Run 1, placement density heat map:
The bar under the picture is 50 µm long. 13 x 14 tiles, from dark purple (low) to yellow (high), 0 to 100% covered.
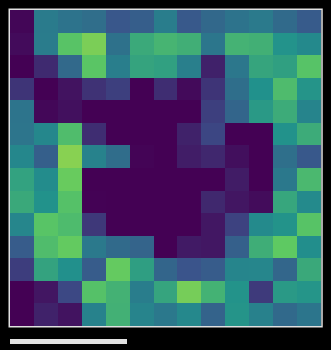
Run 1, wire density map:
27 x 27 tiles, from dark purple (low) to yellow (high), scaled to the fullest tile. Values are wire area over tile area, all layers added.
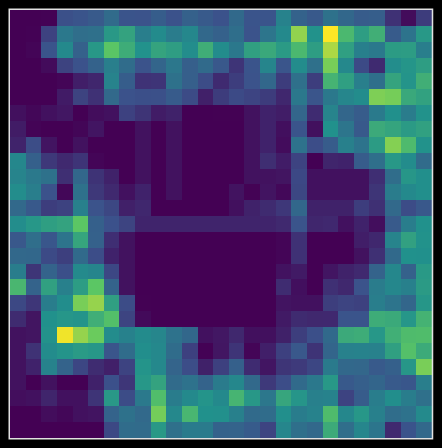
Run 1, signal wires by layer:
Two of the layers only.
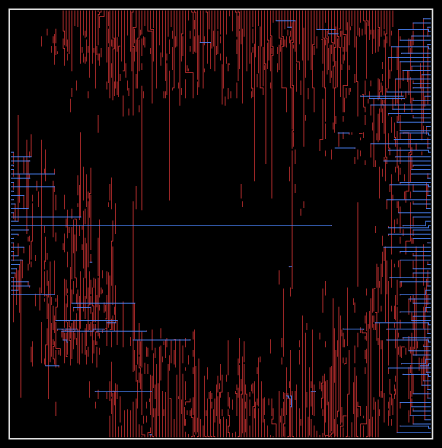
File: src/rtl/sdram_write_arbiter.sv
// Two-master burst write arbiter for the shared HPS sdram1 port; grants whole bursts only.
// Optional macro SDRAM_ARB_FIXED_PRIORITY_EN: requester 0 always wins contended arbitration.
module sdram_write_arbiter #(
    parameter int ADDR_WIDTH  = 29,
    parameter int DATA_WIDTH  = 64,
    parameter int BURST_WIDTH = 8
) (
    input  logic                      clock,
    input  logic                      reset,
    input  logic [ADDR_WIDTH-1:0]     m0_address,
    input  logic [BURST_WIDTH-1:0]    m0_burstcount,
    input  logic [DATA_WIDTH-1:0]     m0_writedata,
    input  logic [DATA_WIDTH/8-1:0]   m0_byteenable,
    input  logic                      m0_write,
    output logic                      m0_waitrequest,
    input  logic [ADDR_WIDTH-1:0]     m1_address,
    input  logic [BURST_WIDTH-1:0]    m1_burstcount,
    input  logic [DATA_WIDTH-1:0]     m1_writedata,
    input  logic [DATA_WIDTH/8-1:0]   m1_byteenable,
    input  logic                      m1_write,
    output logic                      m1_waitrequest,
    output logic [ADDR_WIDTH-1:0]     s_address,
    output logic [BURST_WIDTH-1:0]    s_burstcount,
    output logic [DATA_WIDTH-1:0]     s_writedata,
    output logic [DATA_WIDTH/8-1:0]   s_byteenable,
    output logic                      s_write,
    input  logic                      s_waitrequest,
    output logic [1:0]                grant,
    output logic                      busy
);

    typedef enum logic [1:0] {IDLE, GRANT0, GRANT1} state_t;

    state_t                 r_state;
    logic [BURST_WIDTH-1:0] r_beats_left;
    logic                   r_last_grant;
    logic [1:0]             r_grant;
    logic                   r_busy;

    logic                   w_pick1;
    logic [BURST_WIDTH-1:0] w_sel_bc;
    logic [BURST_WIDTH-1:0] w_sel_len;
    logic                   w_accept;

`ifdef SDRAM_ARB_FIXED_PRIORITY_EN
    assign w_pick1 = m1_write && !m0_write;
`else
    // On contention, hand the port to whichever requester did not own the previous burst.
    assign w_pick1 = m1_write && (!m0_write || !r_last_grant);
`endif

    assign w_sel_bc  = w_pick1 ? m1_burstcount : m0_burstcount;
    assign w_sel_len = (w_sel_bc == '0) ? BURST_WIDTH'(1) : w_sel_bc;
    assign w_accept  = !s_waitrequest &&
                       (((r_state == GRANT0) && m0_write) || ((r_state == GRANT1) && m1_write));

    always_ff @(posedge clock) begin
        if (reset) begin
            r_state      <= IDLE;
            r_beats_left <= '0;
            r_last_grant <= 1'b1;
            r_grant      <= 2'b00;
            r_busy       <= 1'b0;
        end else begin
            case (r_state)
                IDLE: begin
                    if (m0_write || m1_write) begin
                        r_state      <= w_pick1 ? GRANT1 : GRANT0;
                        r_beats_left <= w_sel_len;
                        r_last_grant <= w_pick1;
                        r_grant      <= w_pick1 ? 2'b10 : 2'b01;
                        r_busy       <= 1'b1;
                    end
                end
                default: begin
                    // Leaving at a count of one keeps beats_left from ever wrapping.
                    if (w_accept) begin
                        if (r_beats_left == BURST_WIDTH'(1)) begin
                            r_state <= IDLE;
                            r_grant <= 2'b00;
                            r_busy  <= 1'b0;
                        end else begin
                            r_beats_left <= r_beats_left - BURST_WIDTH'(1);
                        end
                    end
                end
            endcase
        end
    end

    assign grant = r_grant;
    assign busy  = r_busy;

    always_comb begin
        s_address      = '0;
        s_burstcount   = '0;
        s_writedata    = '0;
        s_byteenable   = '0;
        s_write        = 1'b0;
        m0_waitrequest = 1'b1;
        m1_waitrequest = 1'b1;
        case (r_state)
            GRANT0: begin
                s_address      = m0_address;
                s_burstcount   = m0_burstcount;
                s_writedata    = m0_writedata;
                s_byteenable   = m0_byteenable;
                s_write        = m0_write;
                m0_waitrequest = s_waitrequest;
            end
            GRANT1: begin
                s_address      = m1_address;
                s_burstcount   = m1_burstcount;
                s_writedata    = m1_writedata;
                s_byteenable   = m1_byteenable;
                s_write        = m1_write;
                m1_waitrequest = s_waitrequest;
            end
            default: ;
        endcase
    end

endmodule

File: config.mk
export PLATFORM = sky130hd
export DESIGN_NAME = sdram_write_arbiter
export DESIGN_NICKNAME = d
export VERILOG_FILES = /design/src/rtl/sdram_write_arbiter.sv
export SDC_FILE = /design/constraint.sdc
export NUM_CORES = 1
export LEC_CHECK = 0
export CAP_MARGIN = 30
export CORE_AREA = 2 2 131 133
export DETAILED_ROUTE_END_ITERATION = 10
export DIE_AREA = 0 0 133 135
export GPL_ROUTABILITY_DRIVEN = 1
export GPL_TIMING_DRIVEN = 0
export PLACE_DENSITY = 0.62
export REMOVE_ABC_BUFFERS = 1
export SYNTH_ARGS = -nofsm -noshare
export SYNTH_HDL_FRONTEND = slang
export SYNTH_SLANG_ARGS = --single-unit
File: constraint.sdc
create_clock -name clock -period 3.4 [get_ports clock]
set_input_delay 0.34 -clock clock [delete_from_list [all_inputs] [get_ports clock]]
set_output_delay 0.34 -clock clock [all_outputs]
set_load 0.02 [all_outputs]
==> git commit body <==
Store results of the implementation flow

* Result of the run: finished, final reports clean
- The worst setup path is of the register to primary output kind.
* CP cell instances: inv_1 -> ha_4 -> buf_12 -> a22oi_1 -> nor2b_1 -> clkdlybuf4s50_1
- Per the post-synthesis stats, the area per cell is approximately 7 µm².
* Number of hold violations in the final report: 0
- The register with the most flip-flops in the layout has 8 of them.
* Startpoint type of the worst setup path: register
* Combinational-cell power consumption: 1.61 mW
* Clock Latency Late Sink: roughly 240 ps
- Maximum fanout encountered on the critical timing path: 57
* Wire length of the first global-routing pass: about 23 mm
- Category of the worst setup path capture point: primary output
- Max Used Layer: met4
* Sequential cell area share: 3.90%
- Minimum hold slack: roughly 470 ps
- Most frequent logic cells in the routed design: 337 x clkdlybuf4s50_1, 112 x a22oi_1, 110 x nor2b_1
* Met3 wirelength from detailed routing: approximately 1.1 mm
* Area share of and-or/or-and cells after synthesis: 43.8%
- At the end of the flow the core is filled with cells to 37.6%.
- Post-synthesis adder-cell area fraction: 2.50%
- Final setup margin: 361 ps
- The final timing report lists a max-slew violation count of 0.
* Starting DRT DRC Count: 201
- Clock transition at the registers of the reported paths: 40 ps
- Chip Height: 135 µm
- In the hold report, the worst path ends at busy.
* Largest vdd supply drop: approximately 0.22 mV
- OpenROAD emitted warnings numbering 30.
- The largest cell class by area is buffers.
- Proportion of total power due to net switching: 43.4%
* YS chip area: around 2500 µm²
- The worst-case reg-to-reg setup slack stands at 1000 ps.
* Routed met1 length: 6.72 mm
- The report puts the hold buffer count at CTS at 0.
* Worst reg2reg startpoint: grant[0]
- The clock passes through at most 2 buffers.
* Total stage count of the critical path: 6
* Yosys Instances: 358
* Most flop-heavy register: r_beats_left
* Final TNS setup: 0 ps
- GR Layer Usage met1: between 20% and 30%
- The flow reports that sequential cells draw between 10% and 20% of the design power.
- Warnings reported by Yosys during synthesis add up to 0.
- Sequential power: 0.218 mW
* Power Internal: 1.15 mW
- Unrepaired setup endpoints after global routing: false
- Worst max-slew margin expressed relative to the limit: 41.0%
* Most utilized layer in the global route result: met2
* Number of standard cells in the final layout excluding fillers: 882
- For reference, the top cells by area after synthesis are a22oi_1 34%, nor2b_1 27%, dfxtp_1 9.6%, clkbuf_1 5.2%, mux2i_1 2.8%.
* Number of synthesized flops with an enable pin: 0
- Critical path capture point: s_address[25]
- Final design instance area without fill: 6160 µm²
## Picture notes: 'placement density heat map'
nearly empty tiles: 20%
emptiest ninth of the die: center
mean over tiles: 33%
pre-placement core utilization: 15.3%
core outline area: 16400 µm²

## Picture notes: 'wire density map'
mean over tiles: 0.14
densest ninth of the die: north-east
emptiest ninth of the die: center
nearly empty tiles: 20%
tiles over half the peak: 15%
fullest tile: 0.55
Routed WL per cell: 17.9 µm
final routed wirelength across all metal layers: 15.8 mm
aggregate global-route resource usage: 15.7%

## Picture notes: 'signal wires by layer'
[M2] red | wire length: 7770 µm
[M3] blue | wire length: 1150 µm
total via count after detailed routing: 4031

Power is estimated from default activity; no workload was simulated.
